## config.mk

```make
export PLATFORM = sky130hd
export DESIGN_NAME = fetch_queue_flat
export DESIGN_NICKNAME = d
export VERILOG_FILES = /design/src/rtl/fetch_queue_if.sv /design/src/rtl/fetch_queue.sv /design/src/flat_wrapper.sv
export SDC_FILE = /design/constraint.sdc
export NUM_CORES = 1
export LEC_CHECK = 0
export ABC_CLOCK_PERIOD_IN_PS = 3150
export CAP_MARGIN = 25
export CORE_ASPECT_RATIO = 1.75
export CORE_MARGIN = 5
export CORE_UTILIZATION = 45
export CTS_BUF_LIST = sky130_fd_sc_hd__clkbuf_16
export CTS_CLUSTER_SIZE = 10
export DETAILED_ROUTE_END_ITERATION = 8
export GPL_TIMING_DRIVEN = 0
export PLACE_DENSITY_LB_ADDON = 0.1
export SETUP_SLACK_MARGIN = 0.15
export SLEW_MARGIN = 40
export SYNTH_ARGS = -nofsm -noshare
export SYNTH_HDL_FRONTEND = slang
export SYNTH_SLANG_ARGS = --single-unit
```

## constraint.sdc

```tcl
create_clock -name clk -period 3.15 [get_ports clk]
set_clock_uncertainty 0.2 [all_clocks]
set_input_delay 0.63 -clock clk [delete_from_list [all_inputs] [get_ports clk]]
set_output_delay 0.63 -clock clk [all_outputs]
set_load 0.01 [all_outputs]
```

## src/rtl/fetch_queue_if.sv

```systemverilog
// Fetch queue port bundle: ROM address/data, redirect,
// and the valid/ready handshake toward decode.
interface fetch_queue_if #(
   parameter int XLEN  = 32,
   parameter int DEPTH = 4
);
   localparam int CW = $clog2(DEPTH) + 1;

   logic [XLEN-1:0] rom_addr_o;
   logic [31:0]     instruction_i;
   logic            redirect_i;
   logic [XLEN-1:0] redirect_pc_i;
   logic            instr_valid_o;
   logic            instr_ready_i;
   logic [31:0]     instr_o;
   logic [XLEN-1:0] pc_o;
   logic [CW-1:0]   count_o;

   // fetch side: owns the PC and the queue
   modport master (
      output rom_addr_o, instr_valid_o, instr_o, pc_o, count_o,
      input  instruction_i, redirect_i, redirect_pc_i, instr_ready_i
   );

   // ROM, branch unit and decode side
   modport slave (
      input  rom_addr_o, instr_valid_o, instr_o, pc_o, count_o,
      output instruction_i, redirect_i, redirect_pc_i, instr_ready_i
   );
endinterface

```

## src/rtl/fetch_queue.sv

```systemverilog
// Instruction-fetch front end: PC register plus a DEPTH-entry
// FIFO of {instruction, pc} handed to decode via valid/ready.
module fetch_queue #(
   parameter int              XLEN      = 32,
   parameter int              DEPTH     = 4,
   parameter logic [XLEN-1:0] RESET_PC  = '0,
   parameter logic [31:0]     NOP_INSTR = 32'h00000013
) (
   input logic          clk,
   input logic          reset,
   fetch_queue_if.master bus
);
   localparam int AW = $clog2(DEPTH);
   localparam int CW = AW + 1;
   localparam logic [CW-1:0] FULL = CW'(DEPTH);

   logic [XLEN-1:0] fetch_pc;
   logic [AW-1:0]   head;
   logic [AW-1:0]   tail;
   logic [CW-1:0]   count;
   logic [31:0]     mem_instr [DEPTH];
   logic [XLEN-1:0] mem_pc    [DEPTH];

   logic valid;
   logic pop;
   logic push;

   // handshake decode; a full queue still accepts when popping
   always_comb begin
      valid = (count != '0);
      pop   = valid && bus.instr_ready_i;
      push  = !bus.redirect_i && ((count != FULL) || pop);
   end

   // PC, pointers and occupancy; redirect flushes everything
   always_ff @(posedge clk or posedge reset) begin
      if (reset) begin
         fetch_pc <= RESET_PC;
         head     <= '0;
         tail     <= '0;
         count    <= '0;
      end else if (bus.redirect_i) begin
         fetch_pc <= {bus.redirect_pc_i[XLEN-1:2], 2'b00};
         head     <= '0;
         tail     <= '0;
         count    <= '0;
      end else begin
         if (push) begin
            fetch_pc <= fetch_pc + XLEN'(4);
            tail     <= tail + AW'(1);
         end
         if (pop) begin
            head <= head + AW'(1);
         end
         count <= count + CW'(push) - CW'(pop);
      end
   end

   // entry storage; contents are only observed while valid
   always_ff @(posedge clk) begin
      if (push) begin
         mem_instr[tail] <= bus.instruction_i;
         mem_pc[tail]    <= fetch_pc;
      end
   end

   // registered head presentation, NOP/0 when empty
   always_comb begin
      bus.rom_addr_o    = fetch_pc;
      bus.instr_valid_o = valid;
      bus.count_o       = count;
      bus.instr_o       = NOP_INSTR;
      bus.pc_o          = '0;
      if (valid) begin
         bus.instr_o = mem_instr[head];
         bus.pc_o    = mem_pc[head];
      end
   end
endmodule

```

## src/flat_wrapper.sv

```systemverilog
// flat-port wrapper written by rule: the top's interface ports become plain ports
module fetch_queue_flat 
#(
   parameter int              XLEN      = 32,
   parameter int              DEPTH     = 4,
   parameter logic [XLEN-1:0] RESET_PC  = '0,
   parameter logic [31:0]     NOP_INSTR = 32'h00000013
)
  (clk, reset, bus_rom_addr_o, bus_instr_valid_o, bus_instr_o, bus_pc_o, bus_count_o, bus_instruction_i, bus_redirect_i, bus_redirect_pc_i, bus_instr_ready_i);
  fetch_queue_if #(.XLEN(XLEN), .DEPTH(DEPTH)) bus_i ();
  input logic clk;
  input logic reset;
  output wire logic [$bits(bus_i.rom_addr_o)-1:0] bus_rom_addr_o;
  output wire logic [$bits(bus_i.instr_valid_o)-1:0] bus_instr_valid_o;
  output wire logic [$bits(bus_i.instr_o)-1:0] bus_instr_o;
  output wire logic [$bits(bus_i.pc_o)-1:0] bus_pc_o;
  output wire logic [$bits(bus_i.count_o)-1:0] bus_count_o;
  input wire logic [$bits(bus_i.instruction_i)-1:0] bus_instruction_i;
  input wire logic [$bits(bus_i.redirect_i)-1:0] bus_redirect_i;
  input wire logic [$bits(bus_i.redirect_pc_i)-1:0] bus_redirect_pc_i;
  input wire logic [$bits(bus_i.instr_ready_i)-1:0] bus_instr_ready_i;
  assign bus_rom_addr_o = bus_i.rom_addr_o;
  assign bus_instr_valid_o = bus_i.instr_valid_o;
  assign bus_instr_o = bus_i.instr_o;
  assign bus_pc_o = bus_i.pc_o;
  assign bus_count_o = bus_i.count_o;
  assign bus_i.instruction_i = bus_instruction_i;
  assign bus_i.redirect_i = bus_redirect_i;
  assign bus_i.redirect_pc_i = bus_redirect_pc_i;
  assign bus_i.instr_ready_i = bus_instr_ready_i;
  fetch_queue #(.XLEN(XLEN), .DEPTH(DEPTH), .RESET_PC(RESET_PC), .NOP_INSTR(NOP_INSTR)) u_core (.clk(clk), .reset(reset), .bus(bus_i));
endmodule
```

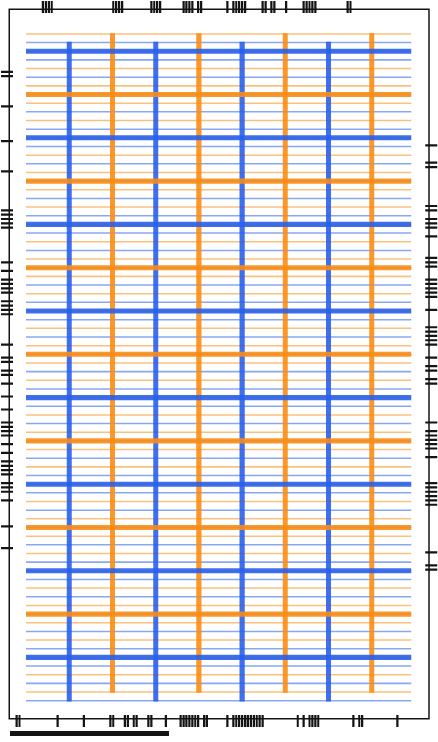
**Above:** supply network.
Bar = 50 µm. Pins as bars on the die edge.
[blue] VSS
[orange] VDD
met1 rails: 78
met4 straps: 8
rows: 77

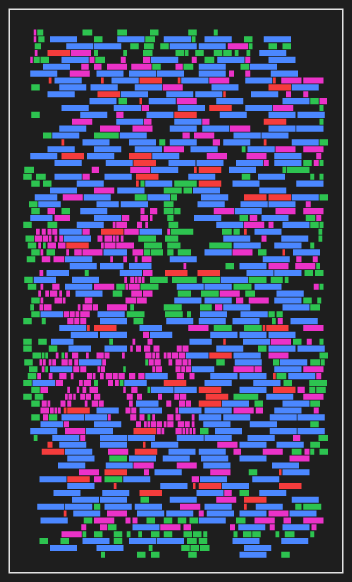
**Above:** cell classes on the final placement.
[blue] flops | cells: 285 | share of their area: 56%
[magenta] combinational and other logic | cells: 334 | share of their area: 21%
[red] clock drivers and dummy loads | cells: 61 | share of their area: 6.8%
[green] other buffers and delay cells | cells: 237 | share of their area: 16%

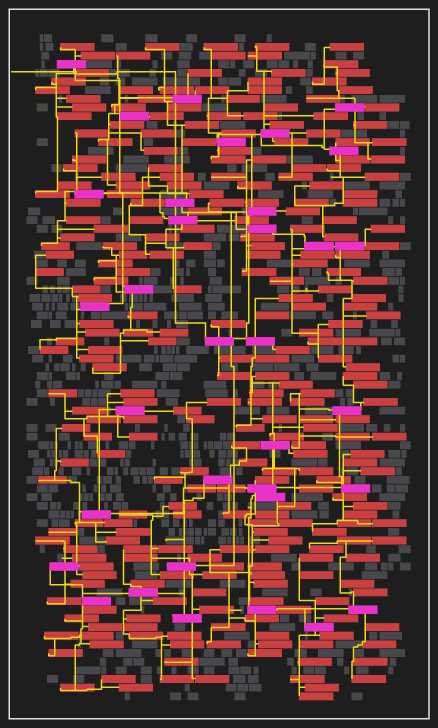
**Above:** routed clock nets over the placement.
[magenta] clock drivers | count: 34
[yellow] clock wires | length: 3480 µm
[red] flip-flops | count: 285
routed clock nets: 35

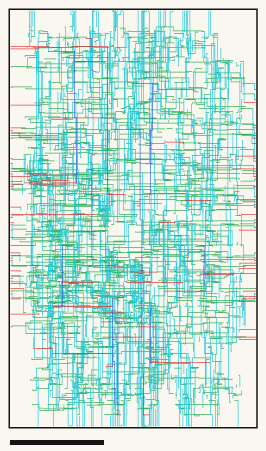
**Above:** signal wires by layer.
Bar = 50 µm.
[cyan] metal 2 | wire length: 14900 µm
[red] metal 3 | wire length: 1080 µm
[blue] metal 4 | wire length: 605 µm
[green] metal 1 | wire length: 10700 µm

==> impl_metrics.csv <==
group,metric,value,unit
power,power-per-cell-area,814,nW/µm²
finish,largest_register_ff_count,128,
routing,vias,6712,
finish,diodes,0,
routing,detail-route-antenna-nets,0,
synth,postSynthCellCount,655,
timing,fin_crit,3.07,ns
grt,met1_usage,0.224,
flow_run,drv.max_cap_violation_count,0,
setup_path,reg2reg_depth,5,
routing,first_pass_iters,5,
routing,top_layer_used,"met4",
clocking,clockRootBuffer,"clkbuf_16",
run_status,status,"completed",
grt,global_route.usage.met3,0.0306,
timing,hold_slack_final,0.266,ns
setup_path,cells_along_the_critical_path,"buf_6, clkbuf_16, buf_12, buf_12, buf_4, mux4_2, and2_1, buf_2",
power,combinational_power_share,0.333,
clocking,cts_resized,253,
setup_path,rrSetupSlack,0.50,ns
setup_path,ff_to_ff_end,"u_core.mem_pc[1][10]$_DFFE_PP_",
setup_path,timing.critical_path.fanout_max,6,
timing,timing.max_slew.rel_slack,0.489,
finish,layout_cells_excl_fill,1233,
clocking,clk_pin_slew_worst_paths,0.06,ns
finish,area_share_nonclk_buffers,0.157,
synth,top_area_cell_type_share_of_the_netlist_area,0.642,
synth,xor_area_frac,0.00982,
finish,stdcell_area,15400,µm²
clocking,cts_htree_levels,2,
synth,yosys.stat.seqShare,0.722,
synth,simple_gate_share,0.0923,
power,design_power_total,12.5,mW
finish,layout.area.comb,3120,µm²
routing,routed_wire_length_per_instance,22.1,µm
setup_path,end_kind,"output pin",
power,clock_net_power,3.51,mW
finish,n_clock_buffer,37,
timing,timing_max_transition_violations_final,0,
finish,top_area_cell_class,"sequential cells",
power,p_leak,5.44,nW
power,vdd_drop_max,0.000444,V
finish,flops,285,
placed_design,dp_worst_setup_slack,-0.528,ns
floorplanning,die_area,29200,µm²
synth,synthDominantAreaCellType,"edfxtp_1",
setup_path,critPathLaunchType,"flop",
clocking,post-cts-setup-buffers,21,
finish,final_common_cell,"edfxtp_1",
synth,yosys-top-cells-count,"248 x edfxtp_1, 62 x and2_1, 62 x mux4_2, 37 x dfrtp_1, 31 x nand2_1",
power,power_dissipated_in_combinational_cells,4.16,mW
timing,timing_worst_slew_pin_value,0.760,ns
setup_path,r2r-start,"u_core.bus.count_o[0]$_DFF_PP0_",
power,proportion_of_power_drawn_by_flip_flops_and_latches,0.386,
synth,yosys_warnings,0,
setup_path,critical_path_arrival,2.24,ns
setup_path,crit_top_cell,"buf_12",
synth,synth.comb.largest_family,"multiplexers",
Power figures rest on the tool's default switching activity, not on a simulated workload.
